<file path="src/rtl/dca_addr_gen_pkg.sv">
// Shared types and widths for the DCA matrix address generator.
// Holds the FSM encoding and the default descriptor field widths.
package dca_addr_gen_pkg;

    typedef enum logic [1:0] {
        ST_IDLE = 2'd0,
        ST_RUN  = 2'd1,
        ST_DONE = 2'd2
    } addr_gen_state_e;

    localparam int BW_ADDR_DEF    = 32;
    localparam int BW_NUM_ROW_DEF = 8;
    localparam int BW_NUM_COL_DEF = 8;
    localparam int BW_STRIDE_DEF  = 16;

    // The iterator counters must hold either dimension, whichever is wider.
    function automatic int max_width(input int a, input int b);
        return (a > b) ? a : b;
    endfunction

endpackage

</file>
<file path="src/rtl/dca_matrix_addr_gen_if.sv">
// Request bus from the address generator to the memory engine.
// The master drives the address and flags, and the slave returns ready.
interface dca_matrix_addr_gen_if #(
    parameter int BW_ADDR = 32
);
    logic               req_valid;
    logic               req_ready;
    logic [BW_ADDR-1:0] req_addr;
    logic               req_first;
    logic               req_last;
    logic               req_last_x;

    modport master (
        output req_valid, req_addr, req_first, req_last, req_last_x,
        input  req_ready
    );

    modport slave (
        input  req_valid, req_addr, req_first, req_last, req_last_x,
        output req_ready
    );
endinterface

</file>
<file path="src/rtl/dca_matrix_iterator.sv">
// Tracks the (x, y) position of a matrix walk and decodes the first and last flags.
// x is the inner dimension. go_next_base wraps x to 0 and advances y.
module dca_matrix_iterator #(
    parameter int BW_CNT = 8
) (
    input  logic              clk,
    input  logic              rstnn,
    input  logic              clear,
    input  logic              enable,
    input  logic              iterate,
    input  logic              go_next_base,
    input  logic [BW_CNT-1:0] num_x_m1,
    input  logic [BW_CNT-1:0] num_y_m1,
    output logic              is_first_element,
    output logic              is_last_element,
    output logic              is_last_x
);

    localparam logic [BW_CNT-1:0] CNT_ZERO = BW_CNT'(0);
    localparam logic [BW_CNT-1:0] CNT_ONE  = BW_CNT'(1);

    logic [BW_CNT-1:0] x_cnt_r;
    logic [BW_CNT-1:0] y_cnt_r;

    // Position counters, where a line change takes priority over stepping along x.
    always_ff @(posedge clk or negedge rstnn) begin
        if (!rstnn) begin
            x_cnt_r <= CNT_ZERO;
            y_cnt_r <= CNT_ZERO;
        end else if (clear) begin
            x_cnt_r <= CNT_ZERO;
            y_cnt_r <= CNT_ZERO;
        end else if (enable && go_next_base) begin
            x_cnt_r <= CNT_ZERO;
            y_cnt_r <= y_cnt_r + CNT_ONE;
        end else if (enable && iterate) begin
            x_cnt_r <= x_cnt_r + CNT_ONE;
        end else begin
            x_cnt_r <= x_cnt_r;
            y_cnt_r <= y_cnt_r;
        end
    end

    assign is_first_element = (x_cnt_r == CNT_ZERO) && (y_cnt_r == CNT_ZERO);
    assign is_last_x        = (x_cnt_r == num_x_m1);
    assign is_last_element  = is_last_x && (y_cnt_r == num_y_m1);

endmodule

</file>
<file path="src/rtl/dca_matrix_addr_gen.sv">
// Walks a latched matrix descriptor in row-major or column-major order.
// It issues one element address per handshake, with first, last and end-of-line tags.
module dca_matrix_addr_gen
    import dca_addr_gen_pkg::*;
#(
    parameter int BW_ADDR    = BW_ADDR_DEF,
    parameter int BW_NUM_ROW = BW_NUM_ROW_DEF,
    parameter int BW_NUM_COL = BW_NUM_COL_DEF,
    parameter int BW_STRIDE  = BW_STRIDE_DEF
) (
    input  logic                  clk,
    input  logic                  rstnn,
    input  logic                  clear,
    input  logic                  start,
    input  logic                  cfg_is_col_first,
    input  logic [BW_NUM_ROW-1:0] cfg_num_row_m1,
    input  logic [BW_NUM_COL-1:0] cfg_num_col_m1,
    input  logic [BW_ADDR-1:0]    cfg_base_addr,
    input  logic [BW_STRIDE-1:0]  cfg_row_stride,
    input  logic [BW_STRIDE-1:0]  cfg_col_stride,
    output logic                  busy,
    output logic                  done,
    dca_matrix_addr_gen_if.master req
);

    localparam int BW_CNT = max_width(BW_NUM_ROW, BW_NUM_COL);

    addr_gen_state_e state_r, state_nx_s;

    logic                  is_col_first_r;
    logic [BW_NUM_ROW-1:0] num_row_m1_r;
    logic [BW_NUM_COL-1:0] num_col_m1_r;
    logic [BW_STRIDE-1:0]  row_stride_r;
    logic [BW_STRIDE-1:0]  col_stride_r;
    logic [BW_ADDR-1:0]    line_base_r;
    logic [BW_ADDR-1:0]    cur_addr_r;

    logic                  run_s, hs_s, launch_s, iter_clear_s;
    logic                  is_first_s, is_last_s, is_last_x_s;
    logic [BW_CNT-1:0]     num_x_m1_s, num_y_m1_s;
    logic [BW_ADDR-1:0]    x_stride_s, y_stride_s, next_line_base_s;

    assign run_s    = (state_r == ST_RUN);
    assign hs_s     = run_s && req.req_ready;
    assign launch_s = (state_r == ST_IDLE) && start;
    assign iter_clear_s = clear || launch_s;

    // The inner dimension x is the column axis in a row-major walk, and the row axis otherwise.
    assign num_x_m1_s = is_col_first_r ? BW_CNT'(num_col_m1_r) : BW_CNT'(num_row_m1_r);
    assign num_y_m1_s = is_col_first_r ? BW_CNT'(num_row_m1_r) : BW_CNT'(num_col_m1_r);
    assign x_stride_s = is_col_first_r ? BW_ADDR'(col_stride_r) : BW_ADDR'(row_stride_r);
    assign y_stride_s = is_col_first_r ? BW_ADDR'(row_stride_r) : BW_ADDR'(col_stride_r);
    assign next_line_base_s = line_base_r + y_stride_s;

    dca_matrix_iterator #(
        .BW_CNT (BW_CNT)
    ) u_iterator (
        .clk              (clk),
        .rstnn            (rstnn),
        .clear            (iter_clear_s),
        .enable           (1'b1),
        .iterate          (hs_s && !is_last_x_s),
        .go_next_base     (hs_s && is_last_x_s),
        .num_x_m1         (num_x_m1_s),
        .num_y_m1         (num_y_m1_s),
        .is_first_element (is_first_s),
        .is_last_element  (is_last_s),
        .is_last_x        (is_last_x_s)
    );

    // Next-state logic, where clear overrides every transition.
    always_comb begin
        state_nx_s = state_r;
        if (clear) begin
            state_nx_s = ST_IDLE;
        end else begin
            case (state_r)
                ST_IDLE: state_nx_s = start ? ST_RUN : ST_IDLE;
                ST_RUN:  state_nx_s = (hs_s && is_last_s) ? ST_DONE : ST_RUN;
                ST_DONE: state_nx_s = ST_IDLE;
                default: state_nx_s = ST_IDLE;
            endcase
        end
    end

    // State register.
    always_ff @(posedge clk or negedge rstnn) begin
        if (!rstnn) begin
            state_r <= ST_IDLE;
        end else begin
            state_r <= state_nx_s;
        end
    end

    // Descriptor latch and address walk, with modulo-2^BW_ADDR arithmetic.
    always_ff @(posedge clk or negedge rstnn) begin
        if (!rstnn) begin
            is_col_first_r <= 1'b0;
            num_row_m1_r   <= '0;
            num_col_m1_r   <= '0;
            row_stride_r   <= '0;
            col_stride_r   <= '0;
            line_base_r    <= '0;
            cur_addr_r     <= '0;
        end else if (clear) begin
            line_base_r    <= '0;
            cur_addr_r     <= '0;
        end else if (launch_s) begin
            is_col_first_r <= cfg_is_col_first;
            num_row_m1_r   <= cfg_num_row_m1;
            num_col_m1_r   <= cfg_num_col_m1;
            row_stride_r   <= cfg_row_stride;
            col_stride_r   <= cfg_col_stride;
            line_base_r    <= cfg_base_addr;
            cur_addr_r     <= cfg_base_addr;
        end else if (hs_s && !is_last_s && is_last_x_s) begin
            line_base_r    <= next_line_base_s;
            cur_addr_r     <= next_line_base_s;
        end else if (hs_s && !is_last_s) begin
            cur_addr_r     <= cur_addr_r + x_stride_s;
        end else begin
            cur_addr_r     <= cur_addr_r;
        end
    end

    assign busy           = (state_r != ST_IDLE);
    assign done           = (state_r == ST_DONE);
    assign req.req_valid  = run_s;
    assign req.req_addr   = cur_addr_r;
    assign req.req_first  = run_s && is_first_s;
    assign req.req_last   = run_s && is_last_s;
    assign req.req_last_x = run_s && is_last_x_s;

endmodule

</file>
<file path="src/flat_wrapper.sv">
// flat-port wrapper written by rule: the top's interface ports become plain ports
module dca_matrix_addr_gen_flat import dca_addr_gen_pkg::*;
#(
    parameter int BW_ADDR    = BW_ADDR_DEF,
    parameter int BW_NUM_ROW = BW_NUM_ROW_DEF,
    parameter int BW_NUM_COL = BW_NUM_COL_DEF,
    parameter int BW_STRIDE  = BW_STRIDE_DEF
)
  (clk, rstnn, clear, start, cfg_is_col_first, cfg_num_row_m1, cfg_num_col_m1, cfg_base_addr, cfg_row_stride, cfg_col_stride, busy, done, req_req_valid, req_req_addr, req_req_first, req_req_last, req_req_last_x, req_req_ready);
  dca_matrix_addr_gen_if #(.BW_ADDR(BW_ADDR)) req_i ();
  input  logic clk;
  input  logic rstnn;
  input  logic clear;
  input  logic start;
  input  logic cfg_is_col_first;
  input  logic [BW_NUM_ROW-1:0] cfg_num_row_m1;
  input  logic [BW_NUM_COL-1:0] cfg_num_col_m1;
  input  logic [BW_ADDR-1:0] cfg_base_addr;
  input  logic [BW_STRIDE-1:0] cfg_row_stride;
  input  logic [BW_STRIDE-1:0] cfg_col_stride;
  output logic busy;
  output logic done;
  output wire logic [$bits(req_i.req_valid)-1:0] req_req_valid;
  output wire logic [$bits(req_i.req_addr)-1:0] req_req_addr;
  output wire logic [$bits(req_i.req_first)-1:0] req_req_first;
  output wire logic [$bits(req_i.req_last)-1:0] req_req_last;
  output wire logic [$bits(req_i.req_last_x)-1:0] req_req_last_x;
  input wire logic [$bits(req_i.req_ready)-1:0] req_req_ready;
  assign req_req_valid = req_i.req_valid;
  assign req_req_addr = req_i.req_addr;
  assign req_req_first = req_i.req_first;
  assign req_req_last = req_i.req_last;
  assign req_req_last_x = req_i.req_last_x;
  assign req_i.req_ready = req_req_ready;
  dca_matrix_addr_gen #(.BW_ADDR(BW_ADDR), .BW_NUM_ROW(BW_NUM_ROW), .BW_NUM_COL(BW_NUM_COL), .BW_STRIDE(BW_STRIDE)) u_core (.clk(clk), .rstnn(rstnn), .clear(clear), .start(start), .cfg_is_col_first(cfg_is_col_first), .cfg_num_row_m1(cfg_num_row_m1), .cfg_num_col_m1(cfg_num_col_m1), .cfg_base_addr(cfg_base_addr), .cfg_row_stride(cfg_row_stride), .cfg_col_stride(cfg_col_stride), .busy(busy), .done(done), .req(req_i));
endmodule
</file>
<file path="config.mk">
export PLATFORM = sky130hd
export DESIGN_NAME = dca_matrix_addr_gen_flat
export DESIGN_NICKNAME = d
export VERILOG_FILES = /design/src/rtl/dca_addr_gen_pkg.sv /design/src/rtl/dca_matrix_addr_gen_if.sv /design/src/rtl/dca_matrix_iterator.sv /design/src/rtl/dca_matrix_addr_gen.sv /design/src/flat_wrapper.sv
export SDC_FILE = /design/constraint.sdc
export NUM_CORES = 1
export LEC_CHECK = 0
export ABC_AREA = 1
export CORE_MARGIN = 10
export CORE_UTILIZATION = 40
export DETAILED_ROUTE_END_ITERATION = 10
export GPL_ROUTABILITY_DRIVEN = 0
export GPL_TIMING_DRIVEN = 0
export PLACE_DENSITY_LB_ADDON = 0.08
export SETUP_SLACK_MARGIN = 0.2
export SYNTH_ARGS = -nofsm -noshare
export SYNTH_HDL_FRONTEND = slang
export SYNTH_SLANG_ARGS = --single-unit
</file>
<file path="constraint.sdc">
create_clock -name clk -period 2.6 [get_ports clk]
set_input_delay 0.78 -clock clk [delete_from_list [all_inputs] [get_ports clk]]
set_output_delay 0.78 -clock clk [all_outputs]
set_load 0.01 [all_outputs]
</file>
Run 1, sequential cells grouped by signal name:
Drawn at 2 px/µm. Other sequential cells in the stronger gray, the rest of the logic in the fainter gray.
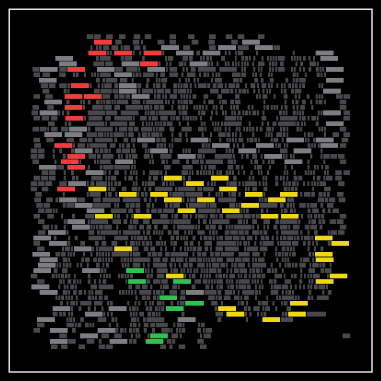
name in the netlist	color	placed flops
`u_core.u_iterator.y_cnt_r`	green	8
`u_core.col_stride_r`	red	16
`u_core.line_base_r`	yellow	32

Run 1, metal 1:
Drawn at 3 px/µm. Supply wires on this layer in gray.
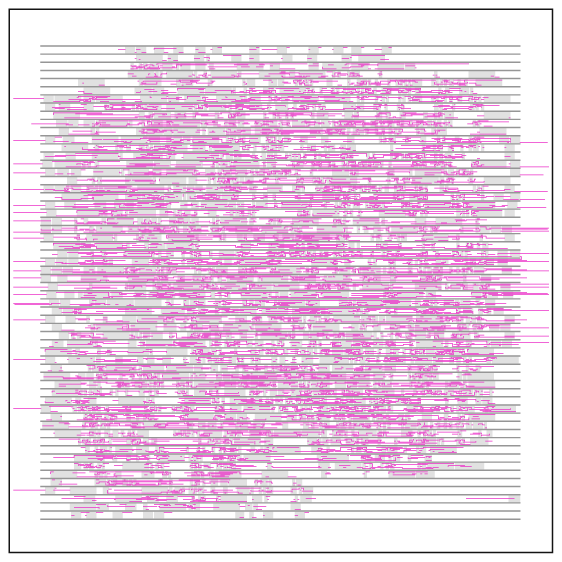
share of all routed wire	44%
longest straight run	52.0 µm
main direction	horizontal
grt met1 use: 29.3%
Vias: 11700

Run 1, routed metal, one color a layer:
Drawn at 2 px/µm. Two of the layers only.
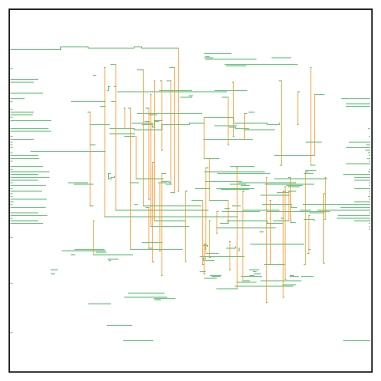
layer	color	wire length
metal 3	green	2450 µm
metal 4	orange	1820 µm
WL per Instance: 18.0 µm
routed wire length: 40.0 mm
GRT Total Usage: 23.1%

==> impl_metrics.tcl, run 1 <==
# implementation run metrics
set metrics [dict create \
    dieArea_mm2 0.0326 \
    num_rows 58 \
    xor_area_share_pct 1.94 \
    setup.worst_path.start_class "flip-flop" \
    critPathSlowestCell "dfrtp_1" \
    p_comb_share_pct 59.1 \
    drc 0 \
    dpl.hpwl_mm 29.7 \
    hold_path_class "input pin to async pin" \
    power.share.sequential_pct 22.1 \
    r2r-start "u_core.is_col_first_r" \
    seq_area_share_pct 21.7 \
    finalClockPeriodUsage_pct 110 \
    pg_clk_mw 2.45 \
    synth.avg_cell_area_um2 6.26 \
    powerComb_mw 7.68 \
    grt-busiest-layer "met2" \
    vias_per_cell 5.27 \
    power_mw 13.0 \
    area_share_clock_buf_inv_pct 3.82 \
    inverters_excl_clock 211 \
    cts_resized 316 \
    reg2reg_slack_ns -0.24 \
    regArea_mm2 0.00328 \
    aoi_share_pct 8.55 \
    critical_path.max_stage_delay_ns 0.41 \
    cts_root_buf "clkbuf_16" \
    htree_levels 4 \
    clock_path_buffers 2 \
    synthCells 1649 \
    worst_slew_pin_slew_ns 0.902 \
    drtIter0Drc 967 \
    dpl_worst_slack_ns -0.764 \
    slew_headroom_pct 39.9 \
    max_cap_viol_count 0 \
    p_clk_share_pct 18.8 \
    p_per_area_mw_per_mm2 860 \
    final-hold-violation-count 0 \
    fillCellCount 2334 \
    lay_top_cells "nand2_1 (500), inv_1 (183), nor2_1 (157), dfrtp_1 (130), clkdlybuf4s50_1 (118)" \
    maxSlewViolCount 0 \
    clkbuf_count 18 \
    die_w_um 181 \
    ys_top_logic_family "simple AND/OR/NAND/NOR gates" \
    fin_util_pct 59.9 \
    cts.sinks 131 \
    crit_path_end_kind "primary output" \
    adder_share_pct 4.75 \
    fmax_mhz 349 \
    port_buffers 123 \
    synth_warnings 0 \
    crit_fanout 5 \
    ys_cells 1649 \
    vdd_ir_drop_max_mv 0.379 \
    post-cts-setup-buffer-count 52 \
    flops 131 \
    violations "setup timing" \
    antenna_found_initial 0 \
    grt_setup_unrepaired "yes" \
    path_clk_slew_ns 0.07 \
    worst_slack_ns -0.264 \
    muxShareOfSynthArea_pct 2.95 \
    core_area_mm2 0.0253 \
    fp_util_pct 40.9 \
    highest_layer "met4" \
    areaGrowthSynthToFinish_pct 46.5 \
    mi_logic_area_mm2 0.00759 \
    path_cells "buf_4 -> buf_4 -> nand2_1 -> nand2_1 -> nand2_1 -> nand2_1 -> nor2_2 -> nand2_2 -> nor2_4 -> nand2_2 -> nor2_2 -> buf_2" \
    num_antenna_cells 0 \
    synth_flops 131 \
    grt_overflow 0 \
    ant_nets 0 \
    dr.pass1.iters 6 \
    arrival_ns 2.08 \
    drive_gt1_share_pct 27.7 \
    setup_violations 38 \
    wl_met3_mm 2.45 \
    rr_endpoint "u_core.req.req_addr[30]" \
    grt_max_degree 69 \
    final_area_mm2 0.0151 \
    top_power_group "combinational logic" \
    grt_pass1_wl_mm 60.4 \
    crit_buf_inv 3 \
    comb_area_share_pct 50.2 \
    buffer_area_share_pct 16.2 \
    fin_skew_ns 0.0126 \
    met2_length_mm 18.2 \
    syn-num-nets 1773 \
    buffers 255 \
    wl_met1_mm 17.5 \
    num-multi-input-gates 1261 \
    warning_count 31 \
    yosysChipArea_mm2 0.0103 \
    cts-buffers-inserted 17 \
    syn_area_mm2 0.0103 \
    powerSeq_mw 2.88 \
    synthSimpleGateAreaFrac_pct 39.9 \
    tap_cells 330 \
    grt_pass1_vias 11200 \
    nets 2001 \
    crit_family "simple AND/OR/NAND/NOR gates" \
    crit_type "flip-flop to primary output" \
    lay_top_count "nand2_1" \
    die_h_um 181 \
    p_leak_nw 7.51 \
    clock_latency_ns 0.44 \
    required_ns 1.82 \
    status "finished, violations left" \
    ioPinCount 124 \
    p_sw_mw 5.93 \
    dominant-cell-class "multi-input combinational cells" \
    cts_tree "built" \
    intPower_mw 7.08 \
    ys_seq_share_pct 31.8 \
    placed_area_mm2 0.0121 \
]
run 1: worst max-delay path by stage:
stage,cells after the start,slack (ns),endpoint,startpoint
4_1_cts,12,-0.24,req_req_last,u_core.is_col_first_r
3_3_place_gp,1,-5.01,u_core.row_stride_r[11],rstnn
2_1_floorplan,18,0.13,u_core.req.req_addr[16],u_core.is_col_first_r
3_5_place_dp,7,-0.76,u_core.col_stride_r[11],start
5_1_grt,19,-0.39,u_core.req.req_addr[20],u_core.is_col_first_r
6_report,12,-0.26,req_req_last,u_core.is_col_first_r
run 1: Yosys cell counts:
cell type  count  area share (%)
nand2_1      625              23
inv_1        207             7.5
nor2_1       178             6.5
dfrtp_1      131              32
nand3_1      122             5.9
o21ai_0       87             4.2
a21oi_1       63             3.1
ha_1          36             4.4
mux2_2        27             2.9
nor3_1        25             1.2
clkbuf_1      21            0.76
nand3b_1      16             1.2
nand4_1       15            0.91
xor2_1        15             1.3
buf_2         12            0.58
or2_2          9            0.55
o21ai_1        7            0.34
buf_6          6            0.65
nand2_2        6            0.36
xnor2_1        6            0.51
buf_4          5            0.36
inv_2          4            0.15
o21bai_1       4            0.29
a21boi_0       2            0.15
and2_1         2            0.12
buf_1          2           0.073
fa_1           2            0.39
nand3_2        2            0.19
o21a_1         2            0.15
o31ai_1        2            0.15
a21boi_1       1           0.073
a31oi_1        1           0.061
nor2_2         1           0.061
nor2_4         1            0.11
nor3b_1        1           0.073
nor4_1         1           0.061
o211ai_1       1           0.073
xor2_2         1            0.16
run 1: per-stage QoR:
step,setup TNS [ns],std cells,hold WS (ns)
2_1_floorplan,0,1649,0.446
3_3_place_gp,-720.72,2102,0.465
3_5_place_dp,-68.43,2103,0.477
4_1_cts,-3.04,2190,0.377
5_1_grt,-9.32,2220,0.391
6_report,-4.60,2220,0.345
--- run 2 (diff from run 1) ---
--- a/config.mk
+++ b/config.mk
@@ -8,6 +8,7 @@
 export ABC_AREA = 1
 export CORE_MARGIN = 10
 export CORE_UTILIZATION = 40
+export CTS_BUF_LIST = sky130_fd_sc_hd__clkbuf_2
 export DETAILED_ROUTE_END_ITERATION = 10
 export GPL_ROUTABILITY_DRIVEN = 0
 export GPL_TIMING_DRIVEN = 0
==> constraint.sdc (replaced) <==
create_clock -name clk -period 3 [get_ports clk]
set_input_delay 0.9 -clock clk [delete_from_list [all_inputs] [get_ports clk]]
set_output_delay 0.9 -clock clk [all_outputs]
set_load 0.01 [all_outputs]
Run 2, routing congestion:
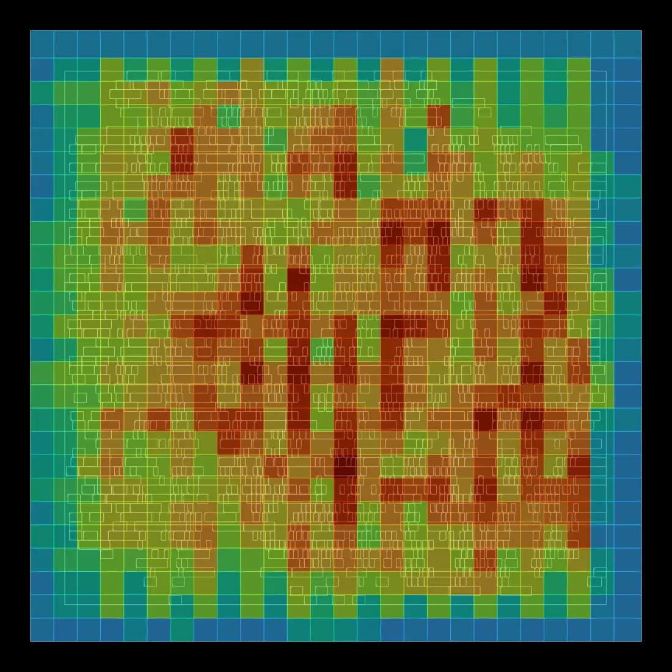
grt met1 use: 31.5%
WL per Instance: 17.8 µm

==> impl_metrics.tcl, run 2 <==
# implementation run metrics
set metrics [dict create \
    grt_max_degree 90 \
    ys_seq_share_pct 31.8 \
    final-hold-violation-count 0 \
    track_usage_pct 23.0 \
    dpl_worst_slack_ns -0.562 \
    max_cap_viol_count 0 \
    finalSetupTns_ns -0.546 \
    met2_length_mm 16.9 \
    status "finished, violations left" \
    worst_slew_pin_slew_ns 0.717 \
    fp_util_pct 40.9 \
    yosysTopAreaCell "dfrtp_1" \
    most_common_cell "nand2_1" \
    synth.avg_cell_area_um2 6.26 \
    fillCellCount 2611 \
    common_cells "nand2_1 (625), inv_1 (207), nor2_1 (178)" \
    finalClockPeriodUsage_pct 111 \
    port_buffers 123 \
    maxSlewViolCount 0 \
    nets 1947 \
    drtIter0Drc 1074 \
    areaGrowthSynthToFinish_pct 28.9 \
    final_area_mm2 0.0133 \
    slew_headroom_pct 52.2 \
    die_w_um 181 \
    yosysChipArea_mm2 0.0103 \
    violations "setup timing" \
    lay_top_count "nand2_1" \
    wl_met1_mm 17.7 \
    p_leak_nw 6.98 \
    hold_path_class "flip-flop to flip-flop" \
    p_per_area_mw_per_mm2 676 \
    grt_pass1_vias 10700 \
    required_ns 2.10 \
    setup.worst_path.start_class "flip-flop" \
    ys_cells 1649 \
    synth-edff-count 0 \
    num_rows 58 \
    synthCells 1649 \
    fmax_mhz 301 \
    power_mw 9.00 \
    adder_share_pct 4.75 \
    cts-buffers-inserted 17 \
    crit_path_end_kind "primary output" \
    ys_top_logic_family "simple AND/OR/NAND/NOR gates" \
    drive_gt1_share_pct 16.9 \
    setup_violations 2 \
    die_h_um 181 \
    clock_path_buffers 2 \
    worst_slack_ns -0.324 \
    synthSimpleGateAreaFrac_pct 39.9 \
    core_area_mm2 0.0253 \
    vdd_ir_drop_max_mv 0.330 \
    synthArstFlopShare_pct 100 \
    vias_per_cell 5.19 \
    arrival_ns 2.42 \
    top_cell_area_share_pct 31.8 \
    crit_fanout 7 \
    grt_pass1_wl_mm 59.7 \
    drc 0 \
    muxShareOfSynthArea_pct 2.95 \
    ys.flop_type "dfrtp_1" \
    ant_nets 0 \
    ioPinCount 124 \
    dp_cells 2103 \
    synth_warnings 0 \
    antenna_found_initial 1 \
    path_clk_slew_ns 0.31 \
    fin_util_pct 52.7 \
    fin_skew_ns 0.0679 \
    timing.hold.ws_ns 0.529 \
    final_cells 2167 \
    dieArea_mm2 0.0326 \
]
Run 2, metal 1:
Drawn at 3 px/µm. Supply wires on this layer in gray.
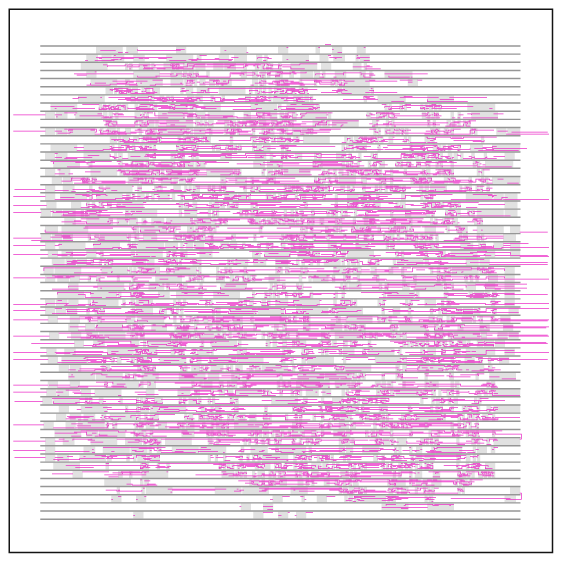
wire length on this layer	17700 µm
share of all routed wire	46%
main direction	horizontal
nets with wire on the layer	1811
longest straight run	69.9 µm
routed wire length: 38.7 mm
Vias: 11200

[run 2: what timing repair did]
action	4_1_cts	5_1_grt
buffers inserted	18	11
resized	167	117
setup endpoints to repair	68	88
hold buffers	1	0
pin swaps	37	39
cloned	0	1
hold endpoints to repair	18	0
[run 2: critical path: stages, from the launching register on]
cell and delay [ns]:
dfrtp_1 0.46, buf_6 0.16, buf_12 0.15, nand2_4 0.05, nand2_1 0.06, nand2_1 0.08
nand2_2 0.08, a21oi_2 0.11, nand2_1 0.08, nor2_2 0.13, nand2_4 0.08, nor2_4 0.12
buf_6 0.11
[run 2: final timing paths]
check	start	to	slack, ns	depth (start not counted)
max	u_core.is_col_first_r	req_req_last	-0.32	12
min in group asynchronous	rstnn	u_core.line_base_r[7]	0.55	2
max in group asynchronous	rstnn	u_core.row_stride_r[0]	1.53	3
min reg2reg	u_core.line_base_r[5]	u_core.line_base_r[5]	0.53	2
max reg2reg	u_core.is_col_first_r	u_core.req.req_addr[24]	0.03	22
min	u_core.line_base_r[5]	u_core.line_base_r[5]	0.53	2
[run 2: layer usage]
metal / vias to the layer above / GRT usage (%)
li1: 5532 / -
met1: 5201 / 31.5
met2: 446 / 35.2
met3: 59 / 4.36
met4: 0 / 8.23
met5: - / 0
[run 2: cell type report]
type                       count  area (µm²)  area share [%]
multi-input combinational   1261        6670            50.1
sequential                   131        3290            24.7
timing repair buffer         155        1540            11.6
inverter                     211         792            5.95
tap                          330         413            3.10
buffer                        46         352            2.64
clock inverter                15         161            1.21
clock buffer                  17        85.1           0.640
antenna                        1        2.50          0.0188
[run 2: power breakdown]
| group | switching [mW] | internal [mW] | leakage, nW |
|---|---|---|---|
| registers | 0.390 | 2.10 | 1.62 |
| clock network | 0.931 | 0.283 | 0.145 |
| logic | 3.22 | 2.07 | 5.21 |
Power and IR drop assume default switching activity.
